[config.mk]
export PLATFORM = sky130hd
export DESIGN_NAME = zigzag_buf
export DESIGN_NICKNAME = d
export VERILOG_FILES = /design/src/rtl/zz_pkg.sv /design/src/rtl/zz_lut.sv /design/src/rtl/zigzag_buf.sv
export SDC_FILE = /design/constraint.sdc
export NUM_CORES = 2
export LEC_CHECK = 0
export CAP_MARGIN = 20
export CORE_ASPECT_RATIO = 1.1
export CORE_MARGIN = 10
export CORE_UTILIZATION = 55
export DETAILED_ROUTE_END_ITERATION = 12
export PLACE_DENSITY = 0.72
export SLEW_MARGIN = 25
export SYNTH_ARGS = -nofsm -noshare
export SYNTH_HDL_FRONTEND = slang
export SYNTH_HIERARCHICAL = 1
export SYNTH_SLANG_ARGS = --single-unit
[constraint.sdc]
create_clock -name clk -period 4.3 [get_ports clk]
set_clock_uncertainty 0.15 [all_clocks]
set_input_delay 0.43 -clock clk [delete_from_list [all_inputs] [get_ports clk]]
set_output_delay 0.43 -clock clk [all_outputs]
set_load 0.005 [all_outputs]
[src/rtl/zz_pkg.sv]
// Shared constants and the JPEG zigzag table (zigzag index -> raster address).
// The table is also meant for the decoder-side inverse reorder.
package zz_pkg;

  localparam int BLK_SIZE = 64;
  localparam int IDX_W    = 6;
  localparam logic [IDX_W-1:0] LAST_IDX = IDX_W'(BLK_SIZE - 1);

  localparam logic [IDX_W-1:0] ZZ_TAB [BLK_SIZE] = '{
    6'd0,  6'd1,  6'd8,  6'd16, 6'd9,  6'd2,  6'd3,  6'd10,
    6'd17, 6'd24, 6'd32, 6'd25, 6'd18, 6'd11, 6'd4,  6'd5,
    6'd12, 6'd19, 6'd26, 6'd33, 6'd40, 6'd48, 6'd41, 6'd34,
    6'd27, 6'd20, 6'd13, 6'd6,  6'd7,  6'd14, 6'd21, 6'd28,
    6'd35, 6'd42, 6'd49, 6'd56, 6'd57, 6'd50, 6'd43, 6'd36,
    6'd29, 6'd22, 6'd15, 6'd23, 6'd30, 6'd37, 6'd44, 6'd51,
    6'd58, 6'd59, 6'd52, 6'd45, 6'd38, 6'd31, 6'd39, 6'd46,
    6'd53, 6'd60, 6'd61, 6'd54, 6'd47, 6'd55, 6'd62, 6'd63
  };

  function automatic logic [IDX_W-1:0] zz_addr(input logic [IDX_W-1:0] idx);
    return ZZ_TAB[idx];
  endfunction

endpackage

[src/rtl/zz_lut.sv]
// Combinational zigzag lookup on the read address path.
module zz_lut
  import zz_pkg::*;
(
  input  logic [IDX_W-1:0] idx,
  output logic [IDX_W-1:0] addr
);

  assign addr = zz_addr(idx);

endmodule

[src/rtl/zigzag_buf.sv]
// Ping-pong 8x8 block buffer: raster-order writes in, zigzag-order reads out.
// Each bank carries a full flag; writer only sets it, reader only clears it.
module zigzag_buf
  import zz_pkg::*;
#(
  parameter int BW = 12
) (
  input  logic             clk,
  input  logic             rst,
  input  logic             in_valid,
  output logic             in_ready,
  input  logic [BW-1:0]    in_data,
  output logic             out_valid,
  input  logic             out_ready,
  output logic [BW-1:0]    out_data,
  output logic [IDX_W-1:0] out_idx,
  output logic             out_last
);

  logic [BW-1:0]    mem [2][BLK_SIZE];
  logic [1:0]       full;
  logic             wr_bank;
  logic             rd_bank;
  logic [IDX_W-1:0] wr_cnt;
  logic [IDX_W-1:0] rd_cnt;
  logic [IDX_W-1:0] rd_addr;
  logic             wr_fire;
  logic             rd_fire;

  zz_lut u_zz_lut (
    .idx  (rd_cnt),
    .addr (rd_addr)
  );

  assign in_ready  = ~full[wr_bank];
  assign out_valid = full[rd_bank];
  assign out_data  = mem[rd_bank][rd_addr];
  assign out_idx   = rd_cnt;
  assign out_last  = out_valid & (rd_cnt == LAST_IDX);

  assign wr_fire = in_valid & in_ready;
  assign rd_fire = out_valid & out_ready;

  // Storage is deliberately not reset; a discarded partial block is harmless.
  always_ff @(posedge clk) begin
    if (wr_fire) mem[wr_bank][wr_cnt] <= in_data;
  end

  always_ff @(posedge clk) begin
    if (rst) begin
      full    <= 2'b00;
      wr_bank <= 1'b0;
      rd_bank <= 1'b0;
      wr_cnt  <= '0;
      rd_cnt  <= '0;
    end else begin
      if (wr_fire) begin
        wr_cnt <= wr_cnt + 1'b1;
        if (wr_cnt == LAST_IDX) begin
          full[wr_bank] <= 1'b1;
          wr_bank       <= ~wr_bank;
        end
      end
      // A bank being written is never full, a bank being read always is,
      // so the set above and the clear below cannot hit the same flag.
      if (rd_fire) begin
        rd_cnt <= rd_cnt + 1'b1;
        if (rd_cnt == LAST_IDX) begin
          full[rd_bank] <= 1'b0;
          rd_bank       <= ~rd_bank;
        end
      end
    end
  end

endmodule

Fig. 1: routed metal, one color a layer
Drawn at 1 px/µm.
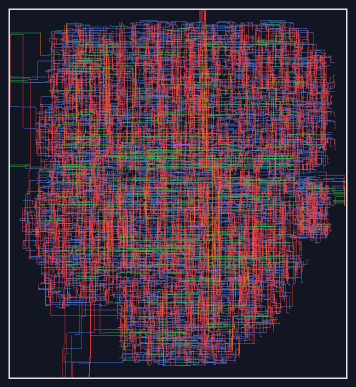
color	layer	wire length
orange	met4	3320 µm
purple	met5	27.6 µm
red	met2	70.4 mm
blue	met1	53.4 mm
green	met3	12800 µm
WL final: 140000 µm
wire per inst: 31.7 µm
vias post-DR: 28600
All-Layer GR Usage: 0.228

Fig. 2: I/O nets highlighted
Drawn at 1 px/µm.
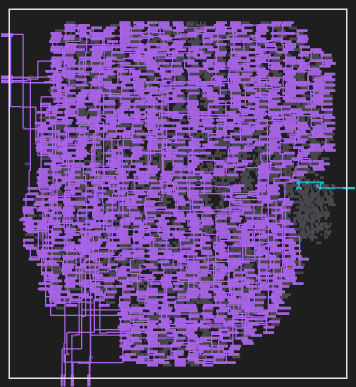
color	port	bits	direction	edge	end cells	wire
purple	in_data	12	input	6 bottom, 6 left	1536	22.1 mm
cyan	out_ready	1	input	right	7	73.7 µm
Top Ports: 37
Buffers on Ports: 36

==> results.toml <==
# physical design summary
[floorplan]
die_x_um = 336
fp_util = 0.554

[critical_path]
start_kind = "flip-flop"
cp.required_ns = 3.72
cp_num_buf_inv = 8
critical_path.most_common_cell = "buf_12"
setup.worst_path.end_class = "output pin"
worstPathCellList = "inv_2 > ha_4 > inv_2 > a211o_1 > a311oi_2 > buf_4 > o22ai_4 > buf_12 > buf_12 > buf_12 > buf_12 > mux4_2 > mux4_2 > mux4_2 > mux2_4 > buf_6"
worst_path_max_delay_cell = "mux4_2"
r2r_cells = 6
cp.depth = 16
critical_path.startpoint = "out_idx[0]"
critical_path_arrival_ns = 4.84

[drt]
drtPass1Iterations = 5
drtAntennaViolNets = 0
drcViolationCount = 0

[logic_synthesis]
synthCells = 2534
floorplan.nets = 2565
synth_adder_area_share = 0.00311
ys_sh_xor = 0.00116
ys_cells = 2534
ys_ff = 1553
ys.warnings.count = 6
ys_seq_share = 0.770
ys_chip_area_um2 = 60400
ys_sh_mux = 0.192
ys_types = 52
synthTopLogicFamily = "multiplexers"
aoi_share = 0.00628
async_reset_ff_frac = 0
ys_sh_simple = 0.0161

[hold_path]
hold_class = "in -> reg"
hold_depth = 1
whs_endpoint = "mem[0][214]"
worstHoldStart = "in_data[10]"

[power_and_ir_drop]
leakage_uw = 0.0213
powerDensity_nw_per_um2 = 425
ir_worst_vdd_uv = 389
design_power_total_uw = 29600

[global_routing]
gr-total-overflow = 0
antenna_found_initial = 8
grt_pass1_vias = 29200

[sta]
setup_viol = 12
period_needed_ns = 5.42
finalHoldViolations = 0
slew_violations = 0
fmaxAchievable_ghz = 0.184
finalSetupTns_ns = -13.17
layout_setup_ws_ns = -1.12
tightest_slew_ns = 1.06
slew_headroom = 0.291

[finish]
area_delta_synth_final_pct = 15.3
drive_gt1_frac = 0.353
lay_top_count = "edfxtp_1"
fin_area_um2 = 69600
instances_no_fill = 4407
fin_nets = 2904
antenna_cells = 0
final_core_util = 0.638

[clocking]
cts_buffers = 150
ctsHoldBuffers = 1
cts_resized = 44
htreeDepth = 4
post_cts_buffers = 5
clkTransAtPathRegs_ns = 0.06

[run_status]
status = "complete, but fails checks"
violations = "negative setup slack"

[placed_design]
place_ws_ns = -0.730
dpl-instance-area_um2 = 64400
gp_congestion = 0.828
Fig. 3: clock nets
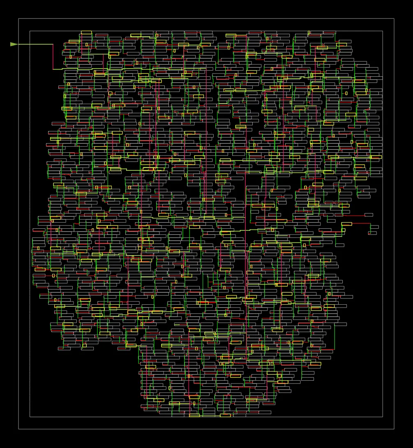
Power Clock: 12500 µW
Clock Latency Late Sink: 0.76 ns
Flops: 1553
clkbuf count: 191
Clock Sinks: 1553

-- cells in the mapped netlist (2+ instances only) --
master	number	area share
buf_4	14	0.0017
mux2i_1	5	0.00083
nor2b_1	4	0.00041
o21ai_0	12	0.00099
inv_1	7	0.00044
or3_1	5	0.00052
o211a_1	2	0.00033
and2_1	5	0.00052
nand3_1	9	0.00075
dfxtp_1	17	0.0056
o21ai_1	2	0.00017
nand4_1	6	0.00062
xor2_1	7	0.0010
a31oi_1	3	0.00031
nor2_1	151	0.0094
o311ai_1	2	0.00029
clkbuf_1	70	0.0044
o32ai_1	2	0.00029
nand2_1	28	0.0017
buf_6	6	0.0011
inv_2	2	0.00012
o22ai_1	3	0.00031
mux4_2	505	0.19
nand2b_1	5	0.00052
ha_1	15	0.0031
mux2_2	13	0.0024
and3b_1	3	0.00044
a211oi_1	3	0.00037
buf_2	36	0.0030
edfxtp_1	1536	0.76
a21oi_1	16	0.0013
or3b_2	2	0.00029
nand3b_1	3	0.00037
buf_1	16	0.00099
a311oi_1	2	0.00029
-- report_power, final --
part | total, µW | leakage (µW) | switching [µW] | internal, µW
clock | 12500 | 0.00228 | 5390 | 7100
combinational | 408 | 0.00503 | 326 | 81.9
sequential | 16700 | 0.0139 | 8.22 | 16700
total | 29600 | 0.0213 | 5720 | 23800
-- routing by layer --
layer	vias up	wire (µm)	GRT usage
li1	11500	-	-
met1	15400	53400	0.315
met2	1468	70400	0.369
met3	200	12800	0.0487
met4	4	3320	0.0641
met5	-	27	0
-- final cells by class --
type | instances | area, µm²
Inverter | 10 | 37.5
Timing Repair Buffer | 329 | 3320
Multi-Input combinational cell | 829 | 13300
Clock inverter | 76 | 594
Clock buffer | 191 | 4070
Fill cell | 6932 | 39400
Tap cell | 1419 | 1780
Sequential cell | 1553 | 46500
Power is estimated from default activity; no workload was simulated.
